**Run 1: cell placement**

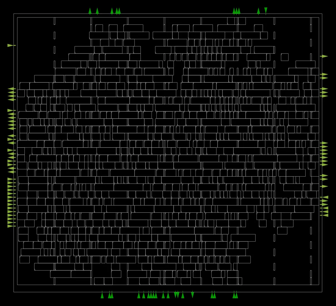
**Run 1: routed metal per tile**

Bar = 20 microns. 23 x 21 tiles, from black (low) to pale yellow (high), scaled to the fullest tile. Values are wire area over tile area, all layers added.
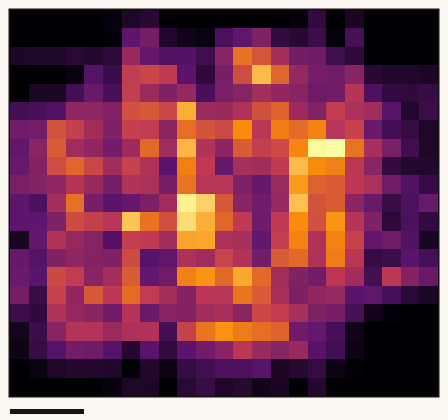
**Run 1: where the registers sit**

Other sequential cells in the stronger gray, the rest of the logic in the fainter gray.
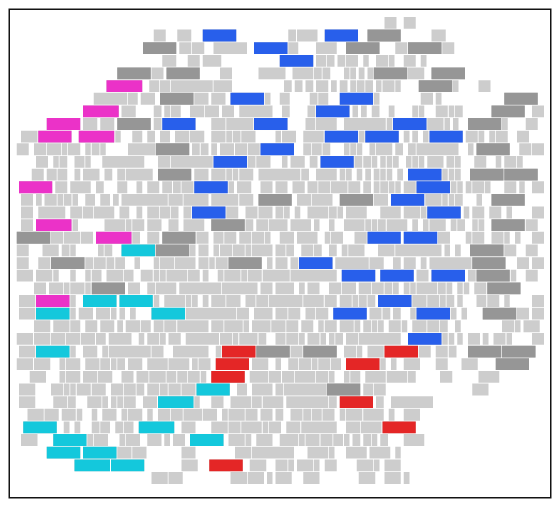
**Run 1: placed cells, one color a class**

Fill, decap, tap and diode cells in gray.
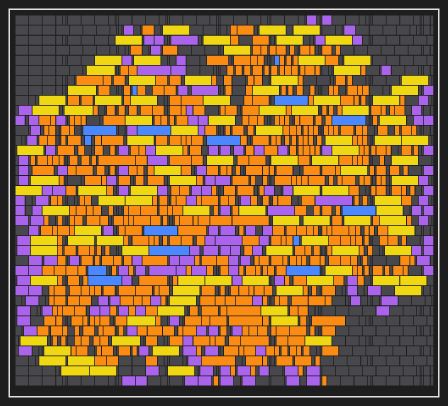
## src/rtl/wfifo_cap_pkg.sv

```systemverilog
// Shared types and defaults for the waveform capture controller.
// Capture FSM encoding, trigger-edge selectors and size defaults.
package wfifo_cap_pkg;

    localparam int SAMPLE_W_DEF  = 8;
    localparam int PACK_DEF      = 4;
    localparam int CAP_WORDS_DEF = 256;

    localparam logic TRIG_RISE = 1'b0;
    localparam logic TRIG_FALL = 1'b1;

    typedef enum logic [1:0] {
        ST_IDLE    = 2'd0,
        ST_ARMED   = 2'd1,
        ST_CAPTURE = 2'd2
    } cap_state_e;

endpackage

```

## src/rtl/wfifo_trig_detect.sv

```systemverilog
// Level-crossing trigger detector for the capture controller.
// Holds the previous taken sample and flags rising/falling crossings.
module wfifo_trig_detect
    import wfifo_cap_pkg::*;
#(
    parameter int SAMPLE_W = SAMPLE_W_DEF
) (
    input  logic                clk,
    input  logic                rst_n,
    input  logic                clr,
    input  logic                en,
    input  logic                trig_edge,
    input  logic [SAMPLE_W-1:0] level,
    input  logic [SAMPLE_W-1:0] cur,
    output logic                hit
);

    logic [SAMPLE_W-1:0] prev_q;
    logic [SAMPLE_W-1:0] prev_d;
    logic                prev_vld_q;
    logic                prev_vld_d;
    logic                rise;
    logic                fall;

    // First taken sample only primes prev; crossings need a valid prev.
    always_comb begin
        rise       = (prev_q < level) && (cur >= level);
        fall       = (prev_q > level) && (cur <= level);
        hit        = en && prev_vld_q &&
                     ((trig_edge == TRIG_FALL) ? fall : rise);
        prev_d     = prev_q;
        prev_vld_d = prev_vld_q;
        if (clr) begin
            prev_d     = '0;
            prev_vld_d = 1'b0;
        end else if (en) begin
            prev_d     = cur;
            prev_vld_d = 1'b1;
        end
    end

    // Previous-sample registers.
    always_ff @(posedge clk) begin
        if (!rst_n) begin
            prev_q     <= '0;
            prev_vld_q <= 1'b0;
        end else begin
            prev_q     <= prev_d;
            prev_vld_q <= prev_vld_d;
        end
    end

endmodule

```

## src/rtl/wfifo_cap_ctrl.sv

```systemverilog
// Triggered ADC capture: decimate, trigger, pack samples into FIFO words.
// Fixed-length capture; words dropped on fifo_full still count.
module wfifo_cap_ctrl
    import wfifo_cap_pkg::*;
#(
    parameter int SAMPLE_W  = SAMPLE_W_DEF,
    parameter int PACK      = PACK_DEF,
    parameter int CAP_WORDS = CAP_WORDS_DEF
) (
    input  logic                       clk,
    input  logic                       rst_n,
    input  logic                       arm,
    input  logic                       abort,
    input  logic                       force_trig,
    input  logic                       trig_edge,
    input  logic [SAMPLE_W-1:0]        trig_level,
    input  logic [15:0]                decim,
    input  logic [SAMPLE_W-1:0]        adc_data,
    input  logic                       adc_valid,
    output logic [SAMPLE_W*PACK-1:0]   fifo_wr_data,
    output logic                       fifo_wr_en,
    input  logic                       fifo_full,
    input  logic                       fifo_almost_full,
    output logic                       busy,
    output logic                       done,
    output logic                       overflow,
    output logic [$clog2(CAP_WORDS):0] word_cnt
);

    localparam int FIFO_DW = SAMPLE_W * PACK;
    localparam int CNT_W   = $clog2(CAP_WORDS) + 1;
    localparam int LANE_W  = (PACK > 1) ? $clog2(PACK) : 1;
    localparam logic [CNT_W-1:0]  CAP_CNT   = CNT_W'(CAP_WORDS);
    localparam logic [CNT_W-1:0]  LAST_CNT  = CNT_W'(CAP_WORDS - 1);
    localparam logic [LANE_W-1:0] LAST_LANE = LANE_W'(PACK - 1);

    cap_state_e          state_q, state_d;
    logic [15:0]         dec_cnt_q, dec_cnt_d;
    logic [LANE_W-1:0]   lane_q, lane_d;
    logic [FIFO_DW-1:0]  pack_q, pack_d;
    logic [FIFO_DW-1:0]  wr_data_q, wr_data_d;
    logic                wr_en_q, wr_en_d;
    logic                done_q, done_d;
    logic                ovf_q, ovf_d;
    logic [CNT_W-1:0]    word_cnt_q, word_cnt_d;
    logic                busy_q, busy_d;
    logic                take;
    logic                trig_en;
    logic                trig_clr;
    logic                trig_hit;

    assign take    = adc_valid && (dec_cnt_q == decim);
    assign trig_en = (state_q == ST_ARMED) && take;

    wfifo_trig_detect #(
        .SAMPLE_W (SAMPLE_W)
    ) u_trig (
        .clk       (clk),
        .rst_n     (rst_n),
        .clr       (trig_clr),
        .en        (trig_en),
        .trig_edge (trig_edge),
        .level     (trig_level),
        .cur       (adc_data),
        .hit       (trig_hit)
    );

    // Next-state: arm, trigger, packing, word completion; abort overrides.
    always_comb begin
        state_d    = state_q;
        dec_cnt_d  = dec_cnt_q;
        lane_d     = lane_q;
        pack_d     = pack_q;
        wr_data_d  = wr_data_q;
        wr_en_d    = 1'b0;
        done_d     = 1'b0;
        ovf_d      = ovf_q;
        word_cnt_d = word_cnt_q;
        trig_clr   = 1'b0;

        if (state_q != ST_IDLE && adc_valid) begin
            dec_cnt_d = take ? 16'd0 : dec_cnt_q + 16'd1;
        end

        unique case (state_q)
            ST_IDLE: begin
                if (arm && !fifo_almost_full) begin
                    state_d    = ST_ARMED;
                    dec_cnt_d  = '0;
                    lane_d     = '0;
                    pack_d     = '0;
                    ovf_d      = 1'b0;
                    word_cnt_d = '0;
                    trig_clr   = 1'b1;
                end
            end
            ST_ARMED: begin
                if (trig_hit) begin
                    state_d                = ST_CAPTURE;
                    pack_d                 = '0;
                    pack_d[SAMPLE_W-1:0]   = adc_data;
                    lane_d                 = LANE_W'(1);
                end else if (force_trig) begin
                    state_d = ST_CAPTURE;
                    pack_d  = '0;
                    lane_d  = '0;
                end
            end
            ST_CAPTURE: begin
                if (take) begin
                    pack_d[int'(lane_q)*SAMPLE_W +: SAMPLE_W] = adc_data;
                    if (lane_q == LAST_LANE) begin
                        lane_d    = '0;
                        wr_data_d = pack_d;
                        wr_en_d   = !fifo_full;
                        ovf_d     = ovf_q | fifo_full;
                        if (word_cnt_q != CAP_CNT) begin
                            word_cnt_d = word_cnt_q + CNT_W'(1);
                        end
                        if (word_cnt_q == LAST_CNT) begin
                            done_d  = 1'b1;
                            state_d = ST_IDLE;
                        end
                    end else begin
                        lane_d = lane_q + LANE_W'(1);
                    end
                end
            end
            default: state_d = ST_IDLE;
        endcase

        if (abort) begin
            state_d    = ST_IDLE;
            lane_d     = '0;
            pack_d     = '0;
            wr_data_d  = wr_data_q;
            wr_en_d    = 1'b0;
            done_d     = 1'b0;
            ovf_d      = ovf_q;
            word_cnt_d = word_cnt_q;
        end
    end

    assign busy_d = (state_d != ST_IDLE);

    // State and registered outputs, synchronous reset.
    always_ff @(posedge clk) begin
        if (!rst_n) begin
            state_q    <= ST_IDLE;
            dec_cnt_q  <= '0;
            lane_q     <= '0;
            pack_q     <= '0;
            wr_data_q  <= '0;
            wr_en_q    <= 1'b0;
            done_q     <= 1'b0;
            ovf_q      <= 1'b0;
            word_cnt_q <= '0;
            busy_q     <= 1'b0;
        end else begin
            state_q    <= state_d;
            dec_cnt_q  <= dec_cnt_d;
            lane_q     <= lane_d;
            pack_q     <= pack_d;
            wr_data_q  <= wr_data_d;
            wr_en_q    <= wr_en_d;
            done_q     <= done_d;
            ovf_q      <= ovf_d;
            word_cnt_q <= word_cnt_d;
            busy_q     <= busy_d;
        end
    end

    assign fifo_wr_data = wr_data_q;
    assign fifo_wr_en   = wr_en_q;
    assign done         = done_q;
    assign overflow     = ovf_q;
    assign word_cnt     = word_cnt_q;
    assign busy         = busy_q;

endmodule

```

## config.mk

```make
export PLATFORM = sky130hd
export DESIGN_NAME = wfifo_cap_ctrl
export DESIGN_NICKNAME = d
export VERILOG_FILES = /design/src/rtl/wfifo_cap_pkg.sv /design/src/rtl/wfifo_trig_detect.sv /design/src/rtl/wfifo_cap_ctrl.sv
export SDC_FILE = /design/constraint.sdc
export NUM_CORES = 1
export LEC_CHECK = 0
export CORE_ASPECT_RATIO = 0.9
export CORE_UTILIZATION = 49
export DETAILED_ROUTE_END_ITERATION = 7
export PLACE_DENSITY = 0.87
export SYNTH_ARGS = -nofsm -noshare
export SYNTH_HDL_FRONTEND = slang
export SYNTH_SLANG_ARGS = --single-unit
```

## constraint.sdc

```tcl
create_clock -name clk -period 2.3 [get_ports clk]
set_input_delay 0.23 -clock clk [delete_from_list [all_inputs] [get_ports clk]]
set_output_delay 0.23 -clock clk [all_outputs]
set_load 0.1 [all_outputs]
```

==> flow_summary.ini, run 1 <==
; physical design summary
[synth]
most_common_cell = nand2_1
synthFlopType = dfxtp_1
yosys_area_sq_mm = 0.00575
ys_warn_count = 0
top_area_cell = dfxtp_1

[sta]
hold_viol = 0
finalWorstSetupSlack_ps = -168
whs_ps = 420
timing.fmax_ghz = 0.405
setup_violations = 59

[die]
die_x_microns = 116

[worst_setup_path]
start_kind = input pin
critPathKind = input pin to register
crit_path_max_incr_delay_ps = 450
crit_chain = clkdlybuf4s50_1 > inv_1 > ha_1 > and4_1 > nand2_1 > a21oi_1 > a22oi_2 > a211o_1 > buf_4 > or3_1 > a31oi_1

[clocking]
cts.sink_count = 106
clk_latency_ps = 350
cts_buffers = 9

[run_status]
violations = setup timing
outcome = finished with violations

[layout]
area_share_nonclk_buffers = 0.188

[grt]
grt_pass1_vias = 5508
Back to the opening pictures, 'cell placement':
Util after Layout: 0.692
row cnt: 37
flop count: 106
Tap Count: 156
final cell count without fillers: 1020

Back to the opening pictures, 'routed metal per tile':
mean over tiles: 0.23
densest ninth of the die: center
tiles over half the peak: 23%
fullest tile: 0.71
emptiest ninth of the die: south-east
aggregate routed wire length: 16.9 mm
routed len/inst: 16.6 microns
Total Routing Usage GR: 0.273
via count: 5841

Back to the opening pictures, 'where the registers sit':
| color | netlist name | flops |
|---|---|---|
| blue | pack_q | 32 |
| magenta | word_cnt | 9 |
| red | u_trig.prev_q | 8 |
| cyan | dec_cnt_q | 16 |

Back to the opening pictures, 'placed cells, one color a class':
| color | class | cells |
|---|---|---|
| yellow | registers | 106 |
| orange | remaining logic cells | 575 |
| blue | clock drivers and dummy loads | 15 |
| purple | remaining buffers and delay cells | 168 |
fraction of area in registers: 0.269
final instance area: 0.00792 sq mm
Core Area: 0.0114 sq mm

## run 1: layer usage
| metal | routed length [microns] | up-vias |
|---|---|---|
| li1 | - | 2775 |
| met1 | 7240 | 2749 |
| met2 | 7920 | 260 |
| met3 | 1130 | 57 |
| met4 | 614 | 0 |
| met5 | 0 | - |
## run 1: kinds of logic (layout without fill, tap and decap cells)
| kind of cell | Yosys count | in the layout | synth area share |
|---|---|---|---|
| fa+ha+maj | 31 | 31 | 0.0674 |
| mux | 18 | 18 | 0.0313 |
| xor+xnor | 34 | 34 | 0.0518 |
| buf+inv | 85 | 237 | 0.0583 |
| compound gates | 174 | 174 | 0.207 |
| flops | 106 | 106 | 0.369 |
| simple gates | 263 | 264 | 0.215 |
## run 1: registers in the layout, summed over array words and instances, names as in the netlist, 2 cells and up
name / count
lane_q: 2
pack_q: 32
dec_cnt_q: 16
u_trig.prev_q: 8
word_cnt: 9
state_q: 2
fifo_wr_data: 32
## run 1: worst paths after layout
kind                 endpoint  cells past startpoint              from  slack (ps)
max                pack_q[30]                     11     trig_level[7]        -170
min                 pack_q[0]                      4       adc_data[0]         420
max reg2reg        pack_q[30]                      9     dec_cnt_q[13]        -150
min reg2reg  fifo_wr_data[25]                      2  fifo_wr_data[25]         450
## run 1: worst register-to-register path, stage by stage (launching register included)
cell and delay [ps]:
dfxtp_2 320, xor2_1 140, or4_4 550, nor3b_4 230
buf_6 140, nand2_4 40, a211o_1 280, buf_4 160
or3_1 320, a31oi_1 180
## run 1: per-stage QoR
step	instance area, sq um	setup WS [ps]	setup TNS, ps
floorplan	5830	-154	-3050
detailed placement	7150	-525	-32810
global placement	7150	-462	-30400
finish	7920	-168	-3360
CTS	7630	-91.0	-1270
global route	7920	-298	-11940
--- run 2 (diff from run 1) ---
--- a/config.mk
+++ b/config.mk
@@ -9,6 +9,7 @@
 export CORE_UTILIZATION = 49
 export DETAILED_ROUTE_END_ITERATION = 7
 export PLACE_DENSITY = 0.87
+export SETUP_SLACK_MARGIN = 0.05
 export SYNTH_ARGS = -nofsm -noshare
 export SYNTH_HDL_FRONTEND = slang
 export SYNTH_SLANG_ARGS = --single-unit
==> flow_summary.ini, run 2 <==
; physical design summary
[sta]
finalWorstSetupSlack_ps = -224
setup_violations = 70
timing.fmax_ghz = 0.396
hold_viol = 0

[clocking]
clk_latency_ps = 360
cts_buffers = 9
cts.sink_count = 106

[die]
die_x_microns = 116
fp-row-count = 37
core_sq_mm = 0.0114

[grt]
track_usage = 0.282
grt_pass1_vias = 5517

[worst_setup_path]
r2r_slack_ps = -170
r2r_start = dec_cnt_q[15]
crit_path_max_incr_delay_ps = 450
start_kind = input pin
r2r_cells = 10
crit_chain = clkdlybuf4s50_1 > inv_1 > ha_1 > and4_4 > nor2b_1 > o21ai_1 > a22oi_1 > buf_4 > a2111oi_4 > buf_6 > o31ai_1 > a21oi_1
r2r_end = pack_q[3]
critPathKind = input pin to register

[layout]
instances_no_fill = 1031
finish.utilization = 0.725

[min_path]
whs_path_depth = 2
worstHoldStart = fifo_wr_data[6]
hold_end = fifo_wr_data[6]

[synth]
top_area_frac = 0.369
most_common_cell = nand2_1
ys_warn_count = 0
synthFlopType = dfxtp_1

[run_status]
violations = setup timing
outcome = finished with violations

[route]
wl_per_cell_microns = 18.2
drt-total-wl_mm = 18.8

[place]
dpl_cell_area_sq_mm = 0.00719
dp_slack_ps = -491
## run 2: cell counts after synthesis
No cell type changed its count.
## run 2: cell families after synthesis
kind of cell,Yosys count,share of synthesized area
buffers and inverters,85,0.0583
and+or+nand+nor,263,0.215
DFF,106,0.369
xor gates and xnor gates,34,0.0518
AOI/OAI and AO/OA,174,0.207
muxes,18,0.0313
adders and majority gates,31,0.0674
## run 2: layout make-up
cell class / count / area share
multi-input cells: 520 / 0.462
well taps: 156 / 0.0236
clock buffers: 10 / 0.0288
inverters: 54 / 0.0245
clock inverters: 6 / 0.00876
flip-flops and latches: 106 / 0.257
repair buffers: 179 / 0.195
## run 2: repair_timing
action,in CTS,in global routing
gates resized,64,82
pin swaps,28,29
cloned,2,4
buffers inserted,12,7
setup endpoints to repair,75,85
## run 2: power groups by stage
stage               Sequential, uW  Clock (uW)  Combinational [uW]
finish                        1850        1620                 474
CTS                           1850        1630                 436
global route                  1850        1700                 497
detailed placement            1890           0                 378
floorplan                     1910           0                 176
global placement              1890           0                 374
## run 2: how the worst max path moves through the flow
stage / slack [ps] / cells after the start / start / endpoint
finish: -220 / 12 / trig_level[7] / pack_q[5]
global placement: -450 / 10 / decim[15] / word_cnt[6]
global route: -290 / 12 / trig_level[7] / pack_q[6]
CTS: -90 / 9 / dec_cnt_q[15] / word_cnt[7]
floorplan: -150 / 9 / dec_cnt_q[15] / pack_q[10]
detailed placement: -490 / 11 / decim[15] / pack_q[28]
## run 2: per-layer routing
metal,part of all wire,up-vias
met5,0,-
met4,0.043,0
met3,0.069,71
met2,0.48,284
met1,0.41,2879
li1,-,2798
## run 2: worst min-delay path, stage by stage, from the launching register on
cell and delay, ps:
dfxtp_1 310, nand2_1 50, a21boi_1 50
**Run 2: placed cells, one color a class**

Fill, decap, tap and diode cells in gray.
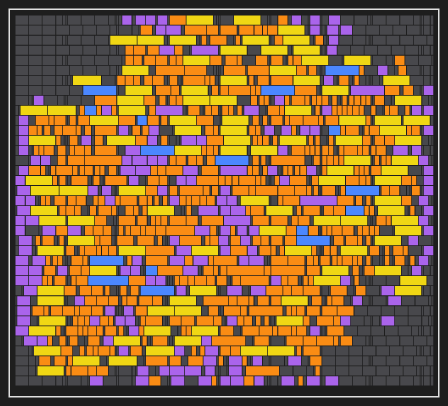
| color | class | cells |
|---|---|---|
| blue | clock drivers and dummy loads | 16 |
| purple | remaining buffers and delay cells | 179 |
| yellow | registers | 106 |
| orange | remaining logic cells | 574 |
final instance area: 0.00829 sq mm
fraction of area in registers: 0.257

Power and IR drop assume default switching activity.
